===== src/rtl/alu_seq_param_pkg.sv =====
// Shared opcodes, FSM encoding, compare codes and flag bundle for the sequential ALU.
package alu_seq_param_pkg;

  localparam logic [3:0] OP_ADD  = 4'h0;
  localparam logic [3:0] OP_SUB  = 4'h1;
  localparam logic [3:0] OP_MUL  = 4'h2;
  localparam logic [3:0] OP_DIV  = 4'h3;
  localparam logic [3:0] OP_AND  = 4'h4;
  localparam logic [3:0] OP_OR   = 4'h5;
  localparam logic [3:0] OP_NAND = 4'h6;
  localparam logic [3:0] OP_NOR  = 4'h7;
  localparam logic [3:0] OP_XOR  = 4'h8;
  localparam logic [3:0] OP_XNOR = 4'h9;
  localparam logic [3:0] OP_EQ   = 4'hA;
  localparam logic [3:0] OP_GT   = 4'hB;
  localparam logic [3:0] OP_LT   = 4'hC;
  localparam logic [3:0] OP_SHR  = 4'hD;
  localparam logic [3:0] OP_SHL  = 4'hE;
  localparam logic [3:0] OP_NOP  = 4'hF;

  localparam logic [0:0] ST_IDLE     = 1'b0;
  localparam logic [0:0] ST_DIV_BUSY = 1'b1;

  localparam int unsigned CMP_EQ = 1;
  localparam int unsigned CMP_GT = 2;
  localparam int unsigned CMP_LT = 3;

  typedef struct packed {
    logic arith;
    logic logic_op;
    logic cmp;
    logic shift;
    logic zero;
    logic carry;
    logic div_zero;
  } alu_flags_t;

  // Class flag for an opcode; zero/carry/div_zero are left clear for the caller.
  function automatic alu_flags_t class_flags(input logic [3:0] fun);
    alu_flags_t f;
    f = '0;
    case (fun)
      OP_ADD, OP_SUB, OP_MUL, OP_DIV:                      f.arith    = 1'b1;
      OP_AND, OP_OR, OP_NAND, OP_NOR, OP_XOR, OP_XNOR:     f.logic_op = 1'b1;
      OP_EQ, OP_GT, OP_LT:                                 f.cmp      = 1'b1;
      OP_SHR, OP_SHL:                                      f.shift    = 1'b1;
      default:                                             f          = '0;
    endcase
    return f;
  endfunction

endpackage


===== src/rtl/alu_seq_param_if.sv =====
// Operand/result handshake bundle between the register-read stage and the ALU.
interface alu_seq_param_if #(
  parameter int unsigned WIDTH = 16
);
  logic             in_valid;
  logic             in_ready;
  logic [WIDTH-1:0] a;
  logic [WIDTH-1:0] b;
  logic [3:0]       alu_fun;
  logic             out_valid;
  logic             out_ready;
  logic [WIDTH-1:0] alu_out;
  logic             arith_flag;
  logic             logic_flag;
  logic             cmp_flag;
  logic             shift_flag;
  logic             zero_flag;
  logic             carry_flag;
  logic             divzero_flag;

  modport master (
    output in_valid, a, b, alu_fun, out_ready,
    input  in_ready, out_valid, alu_out, arith_flag, logic_flag, cmp_flag, shift_flag,
           zero_flag, carry_flag, divzero_flag
  );

  modport slave (
    input  in_valid, a, b, alu_fun, out_ready,
    output in_ready, out_valid, alu_out, arith_flag, logic_flag, cmp_flag, shift_flag,
           zero_flag, carry_flag, divzero_flag
  );
endinterface


===== src/rtl/alu_seq_divider.sv =====
// Restoring unsigned divider, one quotient bit per cycle, MSB first, WIDTH busy cycles.
module alu_seq_divider
  import alu_seq_param_pkg::*;
#(
  parameter int unsigned WIDTH = 16
) (
  input  logic             clk,
  input  logic             rst_n,
  input  logic             start,
  input  logic [WIDTH-1:0] dividend,
  input  logic [WIDTH-1:0] divisor,
  output logic             busy,
  output logic             done,
  output logic [WIDTH-1:0] quotient
);
  localparam int unsigned CntW = $clog2(WIDTH);

  logic             busy_q, busy_d;
  logic [CntW-1:0]  cnt_q, cnt_d;
  logic [WIDTH-1:0] dvd_q, dvd_d;
  logic [WIDTH-1:0] dvs_q, dvs_d;
  logic [WIDTH-1:0] quo_q, quo_d;
  logic [WIDTH-1:0] rem_q, rem_d;
  logic [WIDTH:0]   rem_shift;
  logic [WIDTH:0]   trial;
  logic             last;

  assign last = busy_q && (cnt_q == CntW'(WIDTH - 1));

  // One restoring step per busy cycle; bit WIDTH of trial is the borrow.
  always_comb begin
    rem_shift = {rem_q, dvd_q[WIDTH-1]};
    trial     = rem_shift - {1'b0, dvs_q};
    busy_d    = busy_q;
    cnt_d     = cnt_q;
    dvd_d     = dvd_q;
    dvs_d     = dvs_q;
    quo_d     = quo_q;
    rem_d     = rem_q;
    if (start) begin
      busy_d = 1'b1;
      cnt_d  = '0;
      dvd_d  = dividend;
      dvs_d  = divisor;
      quo_d  = '0;
      rem_d  = '0;
    end else if (busy_q) begin
      dvd_d = {dvd_q[WIDTH-2:0], 1'b0};
      if (!trial[WIDTH]) begin
        rem_d = trial[WIDTH-1:0];
        quo_d = {quo_q[WIDTH-2:0], 1'b1};
      end else begin
        rem_d = rem_shift[WIDTH-1:0];
        quo_d = {quo_q[WIDTH-2:0], 1'b0};
      end
      cnt_d = cnt_q + CntW'(1);
      if (last) busy_d = 1'b0;
    end
  end

  // Divider state; reset discards any division in flight.
  always_ff @(posedge clk or negedge rst_n) begin
    if (!rst_n) begin
      busy_q <= 1'b0;
      cnt_q  <= '0;
      dvd_q  <= '0;
      dvs_q  <= '0;
      quo_q  <= '0;
      rem_q  <= '0;
    end else begin
      busy_q <= busy_d;
      cnt_q  <= cnt_d;
      dvd_q  <= dvd_d;
      dvs_q  <= dvs_d;
      quo_q  <= quo_d;
      rem_q  <= rem_d;
    end
  end

  assign busy     = busy_q;
  assign done     = last;
  // Final quotient includes the bit resolved in the last busy cycle.
  assign quotient = quo_d;

endmodule


===== src/rtl/alu_seq_param.sv =====
// Handshaked parametrised ALU: single-cycle ops plus an iterative divide, registered result.
module alu_seq_param
  import alu_seq_param_pkg::*;
#(
  parameter int unsigned WIDTH = 16
) (
  input logic            clk,
  input logic            rst_n,
  alu_seq_param_if.slave bus
);
  localparam int unsigned SHAMT_W = $clog2(WIDTH);
  localparam int unsigned PROD_W  = 2 * WIDTH;

  logic [0:0]        state_q, state_d;
  logic              out_valid_q, out_valid_d;
  logic [WIDTH-1:0]  alu_out_q, alu_out_d;
  alu_flags_t        flags_q, flags_d;

  logic              in_ready;
  logic              accept;
  logic              div_start;
  logic              div_busy;
  logic              div_done;
  logic [WIDTH-1:0]  div_quotient;

  logic [WIDTH-1:0]  res;
  alu_flags_t        res_flags;
  logic [WIDTH:0]    sum;
  logic [WIDTH:0]    diff;
  logic [PROD_W-1:0] prod;
  logic [SHAMT_W-1:0] shamt;

  assign in_ready  = (state_q == ST_IDLE) && !div_busy && (!out_valid_q || bus.out_ready);
  assign accept    = bus.in_valid && in_ready;
  assign div_start = accept && (bus.alu_fun == OP_DIV) && (bus.b != '0);

  alu_seq_divider #(
    .WIDTH (WIDTH)
  ) u_divider (
    .clk      (clk),
    .rst_n    (rst_n),
    .start    (div_start),
    .dividend (bus.a),
    .divisor  (bus.b),
    .busy     (div_busy),
    .done     (div_done),
    .quotient (div_quotient)
  );

  // Single-cycle datapath; DIV here only covers the divide-by-zero result.
  always_comb begin
    sum       = {1'b0, bus.a} + {1'b0, bus.b};
    diff      = {1'b0, bus.a} - {1'b0, bus.b};
    prod      = PROD_W'(bus.a) * PROD_W'(bus.b);
    shamt     = bus.b[SHAMT_W-1:0];
    res       = '0;
    res_flags = class_flags(bus.alu_fun);
    case (bus.alu_fun)
      OP_ADD: begin
        res             = sum[WIDTH-1:0];
        res_flags.carry = sum[WIDTH];
      end
      OP_SUB: begin
        res             = diff[WIDTH-1:0];
        res_flags.carry = diff[WIDTH];
      end
      OP_MUL: begin
        res             = prod[WIDTH-1:0];
        res_flags.carry = |prod[PROD_W-1:WIDTH];
      end
      OP_DIV: begin
        res                = '1;
        res_flags.div_zero = 1'b1;
      end
      OP_AND:  res = bus.a & bus.b;
      OP_OR:   res = bus.a | bus.b;
      OP_NAND: res = ~(bus.a & bus.b);
      OP_NOR:  res = ~(bus.a | bus.b);
      OP_XOR:  res = bus.a ^ bus.b;
      OP_XNOR: res = ~(bus.a ^ bus.b);
      OP_EQ:   res = (bus.a == bus.b) ? WIDTH'(CMP_EQ) : '0;
      OP_GT:   res = (bus.a > bus.b)  ? WIDTH'(CMP_GT) : '0;
      OP_LT:   res = (bus.a < bus.b)  ? WIDTH'(CMP_LT) : '0;
      OP_SHR:  res = bus.a >> shamt;
      OP_SHL:  res = bus.a << shamt;
      default: res = '0;
    endcase
    res_flags.zero = (res == '0);
  end

  // FSM: leave IDLE only for a real divide, return when the divider finishes.
  always_comb begin
    state_d = state_q;
    case (state_q)
      ST_IDLE:     if (div_start) state_d = ST_DIV_BUSY;
      ST_DIV_BUSY: if (div_done)  state_d = ST_IDLE;
      default:     state_d = ST_IDLE;
    endcase
  end

  // Output register: consume clears valid, a new result (same cycle allowed) reloads it.
  always_comb begin
    out_valid_d = out_valid_q;
    alu_out_d   = alu_out_q;
    flags_d     = flags_q;
    if (out_valid_q && bus.out_ready) out_valid_d = 1'b0;
    if (div_done) begin
      alu_out_d     = div_quotient;
      flags_d       = '0;
      flags_d.arith = 1'b1;
      flags_d.zero  = (div_quotient == '0);
      out_valid_d   = 1'b1;
    end else if (accept && !div_start) begin
      alu_out_d   = res;
      flags_d     = res_flags;
      out_valid_d = 1'b1;
    end
  end

  // State and result registers.
  always_ff @(posedge clk or negedge rst_n) begin
    if (!rst_n) begin
      state_q     <= ST_IDLE;
      out_valid_q <= 1'b0;
      alu_out_q   <= '0;
      flags_q     <= '0;
    end else begin
      state_q     <= state_d;
      out_valid_q <= out_valid_d;
      alu_out_q   <= alu_out_d;
      flags_q     <= flags_d;
    end
  end

  assign bus.in_ready     = in_ready;
  assign bus.out_valid    = out_valid_q;
  assign bus.alu_out      = alu_out_q;
  assign bus.arith_flag   = flags_q.arith;
  assign bus.logic_flag   = flags_q.logic_op;
  assign bus.cmp_flag     = flags_q.cmp;
  assign bus.shift_flag   = flags_q.shift;
  assign bus.zero_flag    = flags_q.zero;
  assign bus.carry_flag   = flags_q.carry;
  assign bus.divzero_flag = flags_q.div_zero;

endmodule


===== src/flat_wrapper.sv =====
// flat-port wrapper written by rule: the top's interface ports become plain ports
module alu_seq_param_flat import alu_seq_param_pkg::*;
#(
  parameter int unsigned WIDTH = 16
)
  (clk, rst_n, bus_in_valid, bus_a, bus_b, bus_alu_fun, bus_out_ready, bus_in_ready, bus_out_valid, bus_alu_out, bus_arith_flag, bus_logic_flag, bus_cmp_flag, bus_shift_flag, bus_zero_flag, bus_carry_flag, bus_divzero_flag);
  alu_seq_param_if #(.WIDTH(WIDTH)) bus_i ();
  input logic clk;
  input logic rst_n;
  input wire logic [$bits(bus_i.in_valid)-1:0] bus_in_valid;
  input wire logic [$bits(bus_i.a)-1:0] bus_a;
  input wire logic [$bits(bus_i.b)-1:0] bus_b;
  input wire logic [$bits(bus_i.alu_fun)-1:0] bus_alu_fun;
  input wire logic [$bits(bus_i.out_ready)-1:0] bus_out_ready;
  output wire logic [$bits(bus_i.in_ready)-1:0] bus_in_ready;
  output wire logic [$bits(bus_i.out_valid)-1:0] bus_out_valid;
  output wire logic [$bits(bus_i.alu_out)-1:0] bus_alu_out;
  output wire logic [$bits(bus_i.arith_flag)-1:0] bus_arith_flag;
  output wire logic [$bits(bus_i.logic_flag)-1:0] bus_logic_flag;
  output wire logic [$bits(bus_i.cmp_flag)-1:0] bus_cmp_flag;
  output wire logic [$bits(bus_i.shift_flag)-1:0] bus_shift_flag;
  output wire logic [$bits(bus_i.zero_flag)-1:0] bus_zero_flag;
  output wire logic [$bits(bus_i.carry_flag)-1:0] bus_carry_flag;
  output wire logic [$bits(bus_i.divzero_flag)-1:0] bus_divzero_flag;
  assign bus_i.in_valid = bus_in_valid;
  assign bus_i.a = bus_a;
  assign bus_i.b = bus_b;
  assign bus_i.alu_fun = bus_alu_fun;
  assign bus_i.out_ready = bus_out_ready;
  assign bus_in_ready = bus_i.in_ready;
  assign bus_out_valid = bus_i.out_valid;
  assign bus_alu_out = bus_i.alu_out;
  assign bus_arith_flag = bus_i.arith_flag;
  assign bus_logic_flag = bus_i.logic_flag;
  assign bus_cmp_flag = bus_i.cmp_flag;
  assign bus_shift_flag = bus_i.shift_flag;
  assign bus_zero_flag = bus_i.zero_flag;
  assign bus_carry_flag = bus_i.carry_flag;
  assign bus_divzero_flag = bus_i.divzero_flag;
  alu_seq_param #(.WIDTH(WIDTH)) u_core (.clk(clk), .rst_n(rst_n), .bus(bus_i));
endmodule

===== config.mk =====
export PLATFORM = sky130hd
export DESIGN_NAME = alu_seq_param_flat
export DESIGN_NICKNAME = d
export VERILOG_FILES = /design/src/rtl/alu_seq_param_pkg.sv /design/src/rtl/alu_seq_param_if.sv /design/src/rtl/alu_seq_divider.sv /design/src/rtl/alu_seq_param.sv /design/src/flat_wrapper.sv
export SDC_FILE = /design/constraint.sdc
export NUM_CORES = 1
export LEC_CHECK = 0
export ABC_AREA = 1
export CORE_MARGIN = 2
export CORE_UTILIZATION = 35
export CTS_CLUSTER_DIAMETER = 60
export DETAILED_ROUTE_END_ITERATION = 10
export PLACE_DENSITY = 0.57
export SETUP_SLACK_MARGIN = 0.15
export SLEW_MARGIN = 20
export SYNTH_ARGS = -nofsm -noshare
export SYNTH_HDL_FRONTEND = slang
export SYNTH_SLANG_ARGS = --single-unit

===== constraint.sdc =====
create_clock -name clk -period 3.25 [get_ports clk]
set_input_delay 0.975 -clock clk [delete_from_list [all_inputs] [get_ports clk]]
set_output_delay 0.975 -clock clk [all_outputs]
set_load 0.01 [all_outputs]

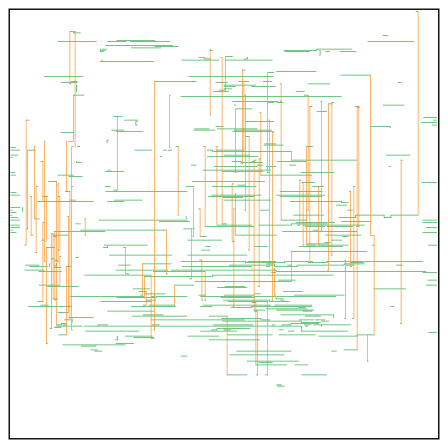
**Above:** run 1 (signal wires by layer).
Only two layers are drawn.
M4: marked orange, wire length 4070 um. M3: marked green, wire length 5090 um.
number of vias after detailed routing: 20600
global router's overall resource usage: 29.1%
drt total wl: 78500 um
detailed-route wire length per cell: 19.5 um

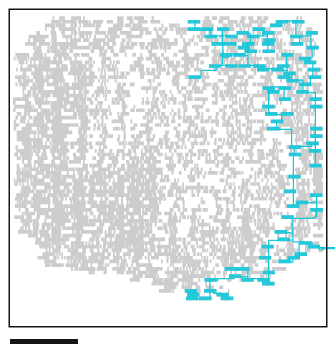
**Above:** run 1 (nets reached from selected ports).
Bar = 50 um.
rst_n: marked cyan, direction input, edge right, end cells 94, buffers 2, wire 780 um.
count of buffers inserted at the top-level ports: 64
count of pins on the block boundary: 65

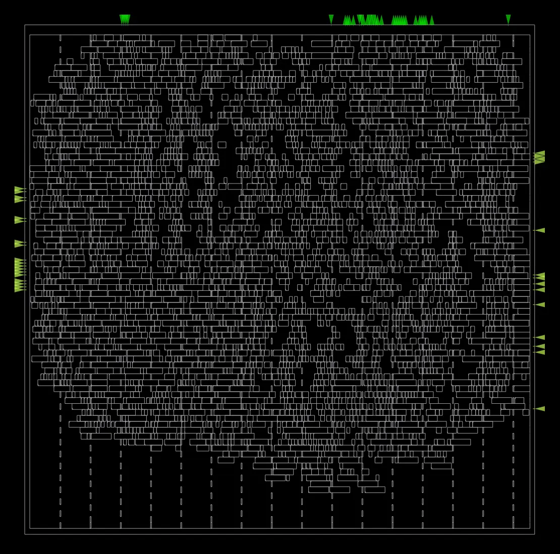
**Above:** run 1 (placed standard cells).
inserted tap cell count: 680
flop count: 94
proportion of cell area occupied by registers: 8.76%
Finished Layout Cells: 4024
Post-Route Utilization: 52.0%

==> flow_results.org, run 1 <==
#+TITLE: Synthesis and PnR summary

** Setup path
- Among all stages on the critical path, the largest delay is contributed by fa_1.
- Kind of cell adding the most delay to the critical path :: adder cells
- Crit Reg-Reg Startpoint :: u_core.u_divider.dvd_q[15]
- Buf+Inv Stages, Crit Path :: 9
- Tracing the worst setup path back leads to its startpoint at bus_a[3].
- Worst Path Arrival :: 6.29 ns
- Crit path capture :: u_core.bus.carry_flag
- RR Endpoint :: u_core.u_divider.rem_q[0]
- Required time of the critical path :: 3.52 ns
- The worst register-to-register path depth is 14.
- The worst setup path is captured at a flip-flop.

** Yosys
- Counting flops with a built-in enable in the synthesized netlist gives 0.
- Top cells by count, synth :: nand2_1 (834), inv_1 (540), nand3_1 (210)
- Counting flops and latches in the post-synthesis netlist gives 94.
- Syn Std Cell Area :: 0.0184 mm^2
- Most numerous cell in the Yosys netlist :: nand2_1
- Per Yosys stat, the portion of area used by sequential elements is 12.8%.
- In this run, distinct cell masters in the synthesized netlist total 42.
- Share of synthesized cell area in full adder, half adder and majority cells :: 33.1%
- Post-synth top area share :: 21.5%
- Proportion of register bits with asynchronous set or reset after synthesis :: 100%
- For this run, the chip area from Yosys synthesis comes to 0.0184 mm^2.
- Share of cell area taken by muxes after synthesis :: 0%
- Yosys shows that the main logic family after synthesis is adder cells.
- Of the total synthesized cell area, the portion taken by XOR and XNOR cells is 1.19%.
- Dominant cells by area after synthesis :: fa_1 (21%), nand2_1 (17%), dfrtp_1 (13%)

** Final layout
- The clock network takes up 1.12% of total cell area after layout.
- The final layout report lists a filler cell count of 4991.
- Number of inserted diodes :: 0
- Per the layout area report, the combinational gate area comes to 0.0151 mm^2.
- The layout has 9 clock buffers.
- Most frequently placed logic cells in the final layout :: nand2_1 (744), buf_4 (481), inv_1 (477), nand3_1 (180), fa_1 (171)
- Non-Clock Buffer Count :: 664

** Clocking
- Count of cells resized by post-cts repair :: 467
- H-tree lvl count :: 3
- After clock tree synthesis, the flow added hold-fix buffers numbering 0.
- The number of clock buffers added by TritonCTS is 9.
- Buffer depth of the longest clock path :: 2
- Post-CTS setup buffer count :: 92
- Sinks on the clock net :: 94

** STA
- Ratio of final minimum period to clock period :: 185%
- Counting pins that exceed their max-slew limit in the final report gives 0.
- Static timing analysis puts the maximum clock frequency at 166 MHz.
- Worst setup skew after layout :: 0.0139 ns
- RSZ-0062 raised after global routing :: true
- Final worst slack :: -2.77 ns
- Final count of negative-setup-slack endpoints :: 15
- Hold-check failures listed in the final report amount to 0.
- Final critical path time including I/O delays and setup :: 6.02 ns

** Pwr
- The clock network power reported by the tool is 1090 uW.
- The clock network accounts for 3.5% of the total power.
- The power report puts the leakage power at 0.0141 uW.
- Per the OpenROAD power report, switching power amounts to 15900 uW.
- Relative contribution of sequential cells to total power :: 6.4%
- In this run switching power makes up 51.8% of total power.
- Combinational-cell power consumption :: 27700 uW
- Internal :: 14800 uW

** Die
- Floorplan die width :: 233 um
- FP Util :: 35.6%
- FP Rows :: 83
- Die height :: 233 um
- The floorplan step defined a core boundary enclosing 0.0516 mm^2.

** Placement
- Detailed placement ended at an HPWL of 62800 um.
- Placed Cells :: 3892

** Min path
- Depth of the worst hold-timing path :: 2

** Status
- The checks that failed: negative setup slack.
- Run status :: finished with violations

** Global route
- Routing resource usage on met1 recorded by global route was 36.5%.
- Vias in the first global route :: 21300
- The initial antenna violation count is 0.
- Remaining global-route overflow :: 0
- Global-route wire length before repair :: 120000 um

** Route
- WL met2 :: 37500 um
- Highest routed metal layer :: met4
- In the log, the iteration count for the first detailed-route pass is 5.
**Run 1: signal wires on met2**

Bar = 50 um.
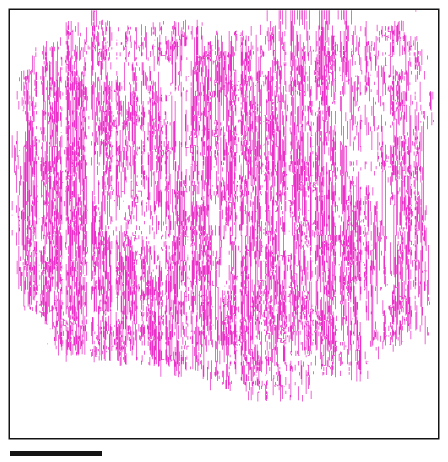

==> run 1 -> run 2 <==
Settings changed: PLACE_DENSITY 0.57 to 0.51.
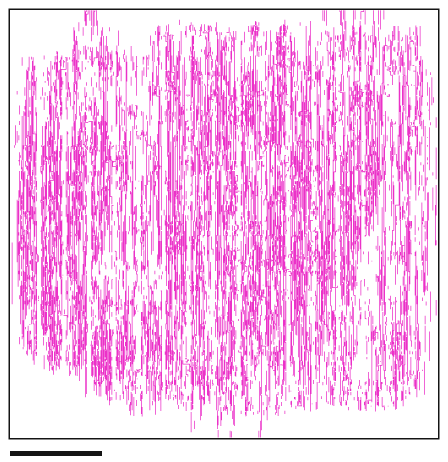
**Above:** run 2 (signal wires on met2).
Bar = 50 um.
The layer holds 48% of the routed length. 3071 nets have wire on it. The longest straight run is 89.8 um.
number of vias after detailed routing: 20300
drt total wl: 81700 um
grt met2 use: 53.8%

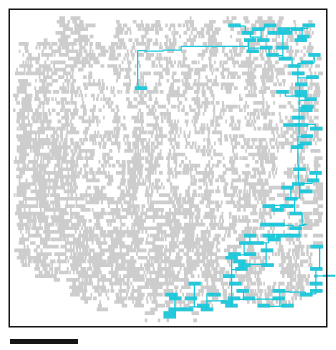
**Above:** run 2 (nets reached from selected ports).
Bar = 50 um.
rst_n: marked cyan, direction input, edge right, end cells 94, buffers 2, wire 878 um.

==> flow_results.org, run 2 <==
#+TITLE: Synthesis and PnR summary

** STA
- The period utilization was 185% (-0.25 points).
- RSZ-0062 raised after global routing :: true
- The final hold violation count was 0 (unchanged).
- The number of slew-limit violations in the final report was 0 (unchanged).
- The final tally of setup violations is 17 (+2).
- Worst setup skew after layout :: 0.0129 ns (-0.00103 ns)
- The setup slack of the critical path after layout came to -2.77 ns (+0.00800 ns).
- The final critical delay including setup and external delays was 6.02 ns (-0.00800 ns).

** Setup path
- First element of the critical path :: bus_a[9]
- The worst setup path is captured at a flip-flop.
- Buf+Inv Stages, Crit Path :: 9 (unchanged)
- Required time of the critical path :: 3.56 ns (+0.04 ns)
- The cell family contributing the most delay on the critical path is adder cells.
- Crit Reg-Reg Startpoint :: u_core.u_divider.dvd_q[15]
- RR Endpoint :: u_core.u_divider.rem_q[13]
- The worst setup path is launched from an input pin.
- Worst Path Arrival :: 6.33 ns (+0.04 ns)
- OpenSTA lists the critical path endpoint as u_core.bus.carry_flag.
- Worst reg-to-reg path cell count :: 15 (+1)
- The slowest stage of the critical path is the fa_2 cell.

** Clocking
- Total CTS buffers :: 9 (unchanged)
- The clock sink count came to 94 (unchanged).
- H-tree lvl count :: 3 (unchanged)
- Post-CTS setup buffer count :: 74 (-20%)
- Count of cells resized by post-cts repair :: 458 (-1.9%)
- Hold buffer count at CTS :: 0 (unchanged)

** Yosys
- Post-synth seq share :: 12.8% (unchanged)
- Dominant cells by area after synthesis :: fa_1 (21%), nand2_1 (17%), dfrtp_1 (13%)
- nand2_1 is the most common cell in the netlist.
- Share of cell area taken by muxes after synthesis :: 0% (unchanged)
- The fraction of synthesized cell area taken by the top area cell type was 21.5% (unchanged).
- The count of cell types in the netlist was 42 (unchanged).
- The register bit total from synthesis came to 94 (unchanged).
- Share of synthesized cell area in full adder, half adder and majority cells :: 33.1% (unchanged)
- The synthesis run identifies the leading combinational cell family as adder cells.
- The share of synthesized registers carrying an async set or reset came to 100% (unchanged).
- The yosys-reported design area after synthesis is 0.0184 mm^2 (unchanged).
- Area share of xor/xnor cells in the synthesized design :: 1.19% (unchanged)

** Pwr
- Share of total power in the clock network :: 3.6% (about the same)
- The sequential fraction of design power is 6.4% (about the same).
- The combinational power is 27800 uW (about the same).
- The switching part of the total is 51.9% (+0.11 points).
- Internal :: 14900 uW (+0.17%)
- Switching power :: 16000 uW (+0.60%)

** Final layout
- Most frequently placed logic cells in the final layout :: nand2_1 (765), inv_1 (492), buf_4 (451), nand3_1 (181), fa_1 (174)
- Biggest cell category by area in the final layout :: logic gates
- Proportion of cell area occupied by registers :: 8.80% (+0.036 points)
- Number of filler instances in the final layout :: 5106 (+2.3%)
- The final-layout clock-cell area share came to 1.12% (about the same).
- The combinational gate area was 0.0151 mm^2 (-0.43%).
- Tally of clock buffers in the finished layout :: 11 (+2)
- Flop count :: 94 (unchanged)
- Non-Clock Buffer Count :: 632 (-4.8%)

** Global route
- Vias in the first global route :: 21400 (+0.15%)
- The initial antenna violation count is 3 (+3).
- GR Layer Usage met1 :: 36.5% (about the same)
- The wire length of the first global-routing pass came to 125000 um (+4.0%).

** Route
- Routed wire length on met3 :: 4920 um
- Highest routed metal layer :: met5
- Number of search-and-repair iterations in the first detailed-routing pass :: 5 (unchanged)
- The wire length on met2 came to 39600 um (+5.4%).

** Placement
- Final HPWL DP :: 64300 um (+2.4%)
- Placed Cells :: 3876 (-0.41%)
- The number of I/O port buffers came to 64 (unchanged).

** Die
- Inserted tap cell count :: 680 (unchanged)
- The total core area is 0.0516 mm^2 (unchanged).
- The number of placed I/O pins was 65 (unchanged).
- Floorplan die width :: 233 um (unchanged)
- Die height :: 233 um (unchanged)

** Status
- The flow ran to the end, but the final reports show violations.
- The final reports fail on negative setup slack.
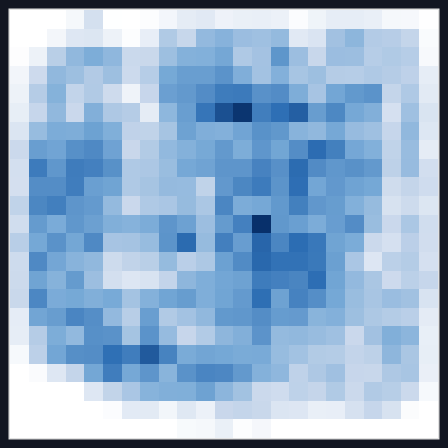
**Above:** run 2 (wire density map).
The die is cut into 23 by 23 equal tiles; white is low, dark blue is high, scaled to the fullest tile. Values are wire area over tile area, all layers added.
The mean over all tiles is 0.25. 8.3% of the tiles are nearly empty. The fullest tile reaches 0.66. 33% of the tiles are over half the peak.
detailed-route wire length per cell: 20.5 um
global router's overall resource usage: 30.8%

Power and IR drop assume default switching activity.
